<file path="config.mk">
export PLATFORM = sky130hd
export DESIGN_NAME = pipeline_mac_acc_flat
export DESIGN_NICKNAME = d
export VERILOG_FILES = /design/src/rtl/pipeline_mac_acc_pkg.sv /design/src/rtl/pipeline_mac_acc_if.sv /design/src/rtl/pipeline_mac_acc_valid_delay_line.sv /design/src/rtl/pipeline_mac_acc.sv /design/src/flat_wrapper.sv
export SDC_FILE = /design/constraint.sdc
export NUM_CORES = 1
export LEC_CHECK = 0
export ABC_AREA = 1
export CAP_MARGIN = 15
export CELL_PAD_IN_SITES_DETAIL_PLACEMENT = 1
export CELL_PAD_IN_SITES_GLOBAL_PLACEMENT = 2
export CORE_MARGIN = 2
export CORE_UTILIZATION = 33
export CTS_CLUSTER_DIAMETER = 50
export DETAILED_ROUTE_END_ITERATION = 10
export PLACE_DENSITY = 0.95
export SKIP_CTS_REPAIR_TIMING = 1
export SYNTH_ARGS = -nofsm -noshare
export SYNTH_HDL_FRONTEND = slang
export SYNTH_SLANG_ARGS = --single-unit
</file>
<file path="constraint.sdc">
create_clock -name clk -period 6.8 [get_ports clk]
set_clock_uncertainty 0.15 [all_clocks]
set_input_delay 1.02 -clock clk [delete_from_list [all_inputs] [get_ports clk]]
set_output_delay 1.02 -clock clk [all_outputs]
set_load 0.01 [all_outputs]
</file>
<file path="src/rtl/pipeline_mac_acc_pkg.sv">
// Shared types and default widths for the multiplier-output accumulator.
// Latency: none (types and constants only).
// Backpressure: none (types and constants only).
package pipeline_mac_pkg;

    localparam int PW_DEF      = 128;
    localparam int AW_DEF      = 136;
    localparam int CW_DEF      = 8;
    localparam int MUL_LAT_DEF = 4;

    typedef enum logic [1:0] {
        IDLE = 2'd0,
        ACC  = 2'd1,
        DONE = 2'd2
    } state_t;

endpackage

</file>
<file path="src/rtl/pipeline_mac_acc_if.sv">
// Burst control, product stream and result bundle between the multiplier side and the accumulator.
// Latency: none (wires only).
// Backpressure: none; the product stream is free-running and aligned by the consumer.
interface pipeline_mac_acc_if
    import pipeline_mac_pkg::*;
#(
    parameter int PW = PW_DEF,
    parameter int AW = AW_DEF,
    parameter int CW = CW_DEF
) ();

    logic          start;
    logic [CW-1:0] len;
    logic          in_valid;
    logic [PW-1:0] prod;
    logic [AW-1:0] acc_out;
    logic          acc_valid;
    logic          busy;
    logic          ovf;

    modport master (
        output start,
        output len,
        output in_valid,
        output prod,
        input  acc_out,
        input  acc_valid,
        input  busy,
        input  ovf
    );

    modport slave (
        input  start,
        input  len,
        input  in_valid,
        input  prod,
        output acc_out,
        output acc_valid,
        output busy,
        output ovf
    );

endinterface

</file>
<file path="src/rtl/pipeline_mac_acc_valid_delay_line.sv">
// Shift register that delays a valid strobe by DEPTH cycles to line it up with pipelined data.
// Latency: DEPTH cycles from in_valid to p_valid.
// Backpressure: none; shifts every cycle regardless of consumer state.
module valid_delay_line #(
    parameter int DEPTH = 4
) (
    input  logic clk,
    input  logic rst_n,
    input  logic in_valid,
    output logic p_valid
);

    logic [DEPTH-1:0] sr_q;

    generate
        if (DEPTH == 1) begin : g_single
            always_ff @(posedge clk or negedge rst_n) begin
                if (!rst_n) begin
                    sr_q <= '0;
                end else begin
                    sr_q <= in_valid;
                end
            end
        end else begin : g_chain
            always_ff @(posedge clk or negedge rst_n) begin
                if (!rst_n) begin
                    sr_q <= '0;
                end else begin
                    sr_q <= {sr_q[DEPTH-2:0], in_valid};
                end
            end
        end
    endgenerate

    assign p_valid = sr_q[DEPTH-1];

endmodule

</file>
<file path="src/rtl/pipeline_mac_acc.sv">
// Sums a programmed-length burst of multiplier products; MAC_SATURATE_EN clamps on overflow instead of wrapping.
// Latency: result and acc_valid pulse appear 2 cycles after the last product is sampled.
// Backpressure: none; accepts a product every cycle, start ignored while busy.
module pipeline_mac_acc
    import pipeline_mac_pkg::*;
#(
    parameter int PW      = PW_DEF,
    parameter int AW      = AW_DEF,
    parameter int MUL_LAT = MUL_LAT_DEF,
    parameter int CW      = CW_DEF
) (
    input  logic             clk,
    input  logic             reset,
    pipeline_mac_acc_if.slave bus
);

    if (AW < PW) begin : g_bad_aw
        $error("pipeline_mac_acc: AW must be >= PW");
    end
    if (MUL_LAT < 1) begin : g_bad_lat
        $error("pipeline_mac_acc: MUL_LAT must be >= 1");
    end

    state_t        state_q, state_d;
    logic [AW-1:0] acc_q, acc_d;
    logic [CW-1:0] count_q, count_d;
    logic [CW-1:0] len_q, len_d;
    logic          ovf_q, ovf_d;
    logic [AW-1:0] acc_out_q;
    logic          acc_valid_q;

    logic          p_valid;
    logic [AW:0]   sum;
    logic          carry;
    logic [CW-1:0] count_inc;

    // in_valid travels alongside the multiplier pipeline so p_valid marks the cycle its product lands
    valid_delay_line #(
        .DEPTH (MUL_LAT)
    ) u_valid_delay (
        .clk      (clk),
        .rst_n    (reset),
        .in_valid (bus.in_valid),
        .p_valid  (p_valid)
    );

    assign sum       = {1'b0, acc_q} + {{(AW + 1 - PW){1'b0}}, bus.prod};
    assign carry     = sum[AW];
    assign count_inc = count_q + CW'(1);

    always_ff @(posedge clk or negedge reset) begin
        if (!reset) begin
            state_q <= IDLE;
            acc_q   <= '0;
            count_q <= '0;
            len_q   <= '0;
            ovf_q   <= 1'b0;
        end else begin
            state_q <= state_d;
            acc_q   <= acc_d;
            count_q <= count_d;
            len_q   <= len_d;
            ovf_q   <= ovf_d;
        end
    end

    always_comb begin
        state_d = state_q;
        acc_d   = acc_q;
        count_d = count_q;
        len_d   = len_q;
        ovf_d   = ovf_q;
        case (state_q)
            IDLE: begin
                // products still draining from a previous burst are ignored here
                if (bus.start) begin
                    len_d   = bus.len;
                    acc_d   = '0;
                    count_d = '0;
                    ovf_d   = 1'b0;
                    state_d = (bus.len == '0) ? DONE : ACC;
                end
            end
            ACC: begin
                if (p_valid) begin
                    count_d = count_inc;
                    ovf_d   = ovf_q | carry;
`ifdef MAC_SATURATE_EN
                    // once clamped, the sum stays pinned for the rest of the burst
                    acc_d = (ovf_q || carry) ? '1 : sum[AW-1:0];
`else
                    acc_d = sum[AW-1:0];
`endif
                    if (count_inc == len_q) begin
                        state_d = DONE;
                    end
                end
            end
            DONE: begin
                state_d = IDLE;
            end
            default: begin
                state_d = IDLE;
            end
        endcase
    end

    always_ff @(posedge clk or negedge reset) begin
        if (!reset) begin
            acc_out_q   <= '0;
            acc_valid_q <= 1'b0;
        end else begin
            acc_valid_q <= (state_q == DONE);
            if (state_q == DONE) begin
                acc_out_q <= acc_q;
            end
        end
    end

    assign bus.acc_out   = acc_out_q;
    assign bus.acc_valid = acc_valid_q;
    assign bus.busy      = (state_q != IDLE);
    assign bus.ovf       = ovf_q;

endmodule

</file>
<file path="src/flat_wrapper.sv">
// flat-port wrapper written by rule: the top's interface ports become plain ports
module pipeline_mac_acc_flat import pipeline_mac_pkg::*;
#(
    parameter int PW      = PW_DEF,
    parameter int AW      = AW_DEF,
    parameter int MUL_LAT = MUL_LAT_DEF,
    parameter int CW      = CW_DEF
)
  (clk, reset, bus_start, bus_len, bus_in_valid, bus_prod, bus_acc_out, bus_acc_valid, bus_busy, bus_ovf);
  pipeline_mac_acc_if #(.PW(PW), .AW(AW), .CW(CW)) bus_i ();
  input  logic clk;
  input  logic reset;
  input wire logic [$bits(bus_i.start)-1:0] bus_start;
  input wire logic [$bits(bus_i.len)-1:0] bus_len;
  input wire logic [$bits(bus_i.in_valid)-1:0] bus_in_valid;
  input wire logic [$bits(bus_i.prod)-1:0] bus_prod;
  output wire logic [$bits(bus_i.acc_out)-1:0] bus_acc_out;
  output wire logic [$bits(bus_i.acc_valid)-1:0] bus_acc_valid;
  output wire logic [$bits(bus_i.busy)-1:0] bus_busy;
  output wire logic [$bits(bus_i.ovf)-1:0] bus_ovf;
  assign bus_i.start = bus_start;
  assign bus_i.len = bus_len;
  assign bus_i.in_valid = bus_in_valid;
  assign bus_i.prod = bus_prod;
  assign bus_acc_out = bus_i.acc_out;
  assign bus_acc_valid = bus_i.acc_valid;
  assign bus_busy = bus_i.busy;
  assign bus_ovf = bus_i.ovf;
  pipeline_mac_acc #(.PW(PW), .AW(AW), .MUL_LAT(MUL_LAT), .CW(CW)) u_core (.clk(clk), .reset(reset), .bus(bus_i));
endmodule
</file>
Fig. 1: PDN straps and rails
Drawn at 1.5 px/µm. Pins as bars on the die edge.
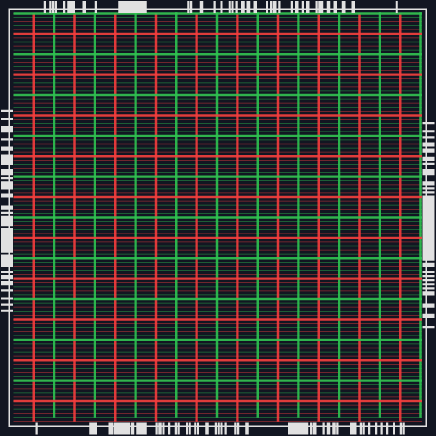
- VDD: green
- VSS: red
- signal pins: 279
- met1 rails: 101
- met5 straps: 20

Fig. 2: local utilization
Drawn at 1 px/µm. 28 x 28 tiles, from white (low) to dark blue (high), 0 to 100% covered.
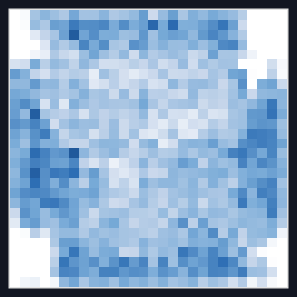
- fullest tile: 84%
- mean over tiles: 38%
- tiles over 75% full: 1.0%

Fig. 3: metal 4
Drawn at 1.5 px/µm.
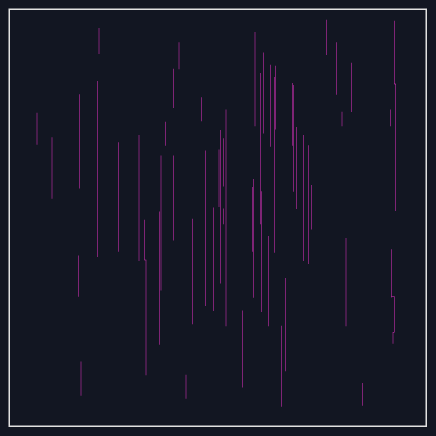
- wire length on this layer: 3060 µm
- share of all routed wire: 2.7%

==> impl_metrics.toml <==
# synthesis and place-and-route metrics
[power_and_ir_drop]
p_sw_w = 0.007717
ir_worst_vdd_mv = 0.2057
switching_share = 0.5288
power_frac_clock = 0.185
p_int_w = 0.006876
power_frac_seq = 0.209
power_density_nw_per_um2 = 482.9
leakagePower_nw = 16.04
p_comb_frac = 0.606

[route]
vias_per_cell = 5.056
drc_errors = 0
met3_length_um = 5910
wl_per_cell_um = 21.33
drtIter0Drc = 2074
ant_nets = 0
dr.pass1.iters = 5
top_layer_used = "met4"
wirelength_um = 115000
wl_met1_um = 54830
vias = 27260
met2_length_um = 51230

[floorplan]
fp_util = 0.3321
die_w_um = 277.0
dieHeight_um = 277.0
dieArea_um2 = 76730
core_um2 = 74070
rows = 100
nWellTaps = 969
boundaryPins = 279

[clocking]
cts.sinks = 296
numCtsBuffers = 52
clockBufferDepth = 3
root_buffer = "clkbuf_16"
clk_pin_slew_ns = 0.06
h-tree-depth = 2
cts_tree = "yes"
clk_latency_ns = 0.63

[worst_setup_path]
endpoint = "u_core.acc_q[86]$_DFFE_PN0P_"
critPathMaxFanout = 50
crit_required_ns = 7.20
crit_arrival_ns = 4.79
crit_type = "reg2reg"
reg2reg_slack_ns = 2.41
r2r-start = "u_core.state_q[0]$_DFFE_PN0P_"
crit_slowest_cell = "inv_1"
path_cells = "nand2_1, nor2_4, buf_4, inv_2, buf_4, nand2_4, inv_1, buf_4, nand2_1, nand2_1"
slowest_delay_ns = 0.96
r2r-end = "u_core.acc_q[86]$_DFFE_PN0P_"
crit_start = "u_core.state_q[0]$_DFFE_PN0P_"
cp-end-kind = "flop"
cp-start-kind = "flop"
r2r_cells = 10

[logic_synthesis]
yosys.area_share.aoi = 0.1227
syn_area_um2 = 24600
mux_share = 0.0009157
yosys_cells = 4102
yosysSeqAreaShare = 0.3011
yosysWarnings = 0
synthAdderAreaFrac = 0.06644
xor_share = 0.002849
avgSynthCellArea_um2 = 5.996
synth_flops = 296
netlist_instances = 4102
syn_nets = 4372
ys_chip_area_um2 = 24600
topCombFamilyByArea = "simple AND/OR/NAND/NOR gates"
ys_sh_simple = 0.3823
synth_cell_types = 45

[placed_design]
gp_congestion = 1.008
io_buffers = 278
post-dp-hpwl_um = 95130
dp_slack_ns = 2.194

[grt]
grt-ovfl-total = 0
groute.usage.overall = 0.2955
antenna_found_initial = 2
grt_first_pass_wirelength_um = 172100
grt_pass1_vias = 27570
grt_max_degree = 144

[finish]
fin_nets = 4652
logic_gate_count = 3000
seq_cell_count = 296
clkCellAreaFrac = 0.05809
sh_seq_area = 0.2451
sh_comb_area = 0.4689
n_antenna_cell = 0
logic_area_um2 = 14170
layout.nonclk_buf_frac = 0.09515
nonClockInverterCount = 744
num-clock-buffers = 62
drive_gt1_frac = 0.04793
ff_latch_area_um2 = 7407
largest_class = "logic gates"
fillCellCount = 9859
syn2layout_area_growth_pct = 22.86
buffers = 288

[timing]
relSlewSlack = 0.3059
rsz0062_at_grt = "no"
period_minus_slack_ns = 4.393
hold_slack_ns = 0.1968
fmax_mhz = 227.6
finalSetupTns_ns = 0
setup_viol = 0
report.final.slew_viol_count = 0
worst_slack_ns = 2.407
period_used_share = 0.6460
tightestPinTransition_ns = 1.040
final-hold-violation-count = 0

[hold_path]
min_from = "u_core.u_valid_delay.sr_q[0]$_DFF_PN0_"
hold-path-cell-count = 0
min_path_type = "reg2reg"
hold_end = "u_core.u_valid_delay.sr_q[1]$_DFF_PN0_"

[run]
max_cap_violations = 0
warnings = 32

[status]
status = "finished, final reports clean"
cells in the final DEF, fill, tap and decap left out, types with 46 or more instances in the layout:
cell type        Yosys  final
o21bai_1            46     46
inv_1              735    734
o21ai_0            229    229
nor2_1             379    377
clkbuf_16            0     53
nand3_1            155    155
a21oi_1            210    210
clkdlybuf4s50_1      0    277
dfrtp_1            296    296
ha_1               129    129
nand2_1           1595   1594
logic make-up (layout without fill, tap and decap cells):
| logic type | Yosys count | in the layout |
|---|---|---|
| compound gates | 556 | 556 |
| simple gates | 2304 | 2304 |
| buf+inv | 806 | 1127 |
| flops | 296 | 296 |
| fa+ha+maj | 130 | 130 |
| mux | 2 | 2 |
| xor+xnor | 8 | 8 |
registers in the layout, summed over array words and instances, names as in the netlist:
| name | cells |
|---|---|
| u_core.bus.acc_valid | 1 |
| u_core.state_q | 2 |
| u_core.bus.ovf | 1 |
| u_core.bus.acc_out | 136 |
| u_core.len_q | 8 |
| u_core.acc_q | 136 |
| u_core.count_q | 8 |
| u_core.u_valid_delay.sr_q | 4 |
worst max-delay path: cells and delay by family (launching register included):
| family | cells | cell delay [ns] |
|---|---|---|
| buf+inv | 5 | 2.43 |
| simple gates | 5 | 1.22 |
| flops | 1 | 0.42 |
per-stage QoR:
| step | power, W | instance area, µm² | util | std cells |
|---|---|---|---|---|
| CTS | 0.01453 | 30220 | 0.4080 | 5392 |
| finish | 0.01459 | 30220 | 0.4080 | 5392 |
| global placement | 0.01153 | 28460 | 0.3843 | 5297 |
| floorplan | 0.008077 | 24600 | - | 4102 |
| detailed placement | 0.01173 | 28460 | 0.3843 | 5297 |
| global route | 0.01561 | 30220 | 0.4080 | 5392 |
synthesized netlist by cell type (all sizes together):
master  number  area [µm²]
nor3        27       199.0
o31ai        1       7.510
clkbuf      50       187.7
o32ai        3       26.28
nand3b      30       237.7
a21oi      211        1060
nand4       17       106.4
fa           1       20.02
a21o         3       22.52
ha         129        1614
o211ai       3       27.52
nor4         9       62.56
and3         3       18.77
and2         6       37.54
xnor2        2       17.52
nor2       416        1669
inv        743        2789
o41ai        1       8.760
xor2         6       52.55
o21ai      238        1195
nand3      161       835.8
nand2b       1       6.260
o22ai       39       244.0
nand2     1634        6231
buf         12       60.06
mux2         2       22.52
o21bai      46       345.3
clkinv       1       3.750
a21boi       9       67.56
o21a         1       7.510
a31oi        1       6.260
dfrtp      296        7407
per-layer routing:
metal / up-vias / track usage
li1: 13230 / -
met2: 659 / 0.4751
met3: 127 / 0.03392
met1: 13250 / 0.4201
met5: - / 0
met4: 0 / 0.07567
power groups by stage:
stage	Combinational [W]	Clock [W]	Sequential (W)
2_1_floorplan	0.00504	0	0.00304
3_3_place_gp	0.00849	0	0.00304
3_5_place_dp	0.00866	0	0.00307
4_1_cts	0.00874	0.00274	0.00306
5_1_grt	0.00966	0.00281	0.00314
6_report	0.00885	0.00269	0.00305
Power figures rest on the tool's default switching activity, not on a simulated workload.
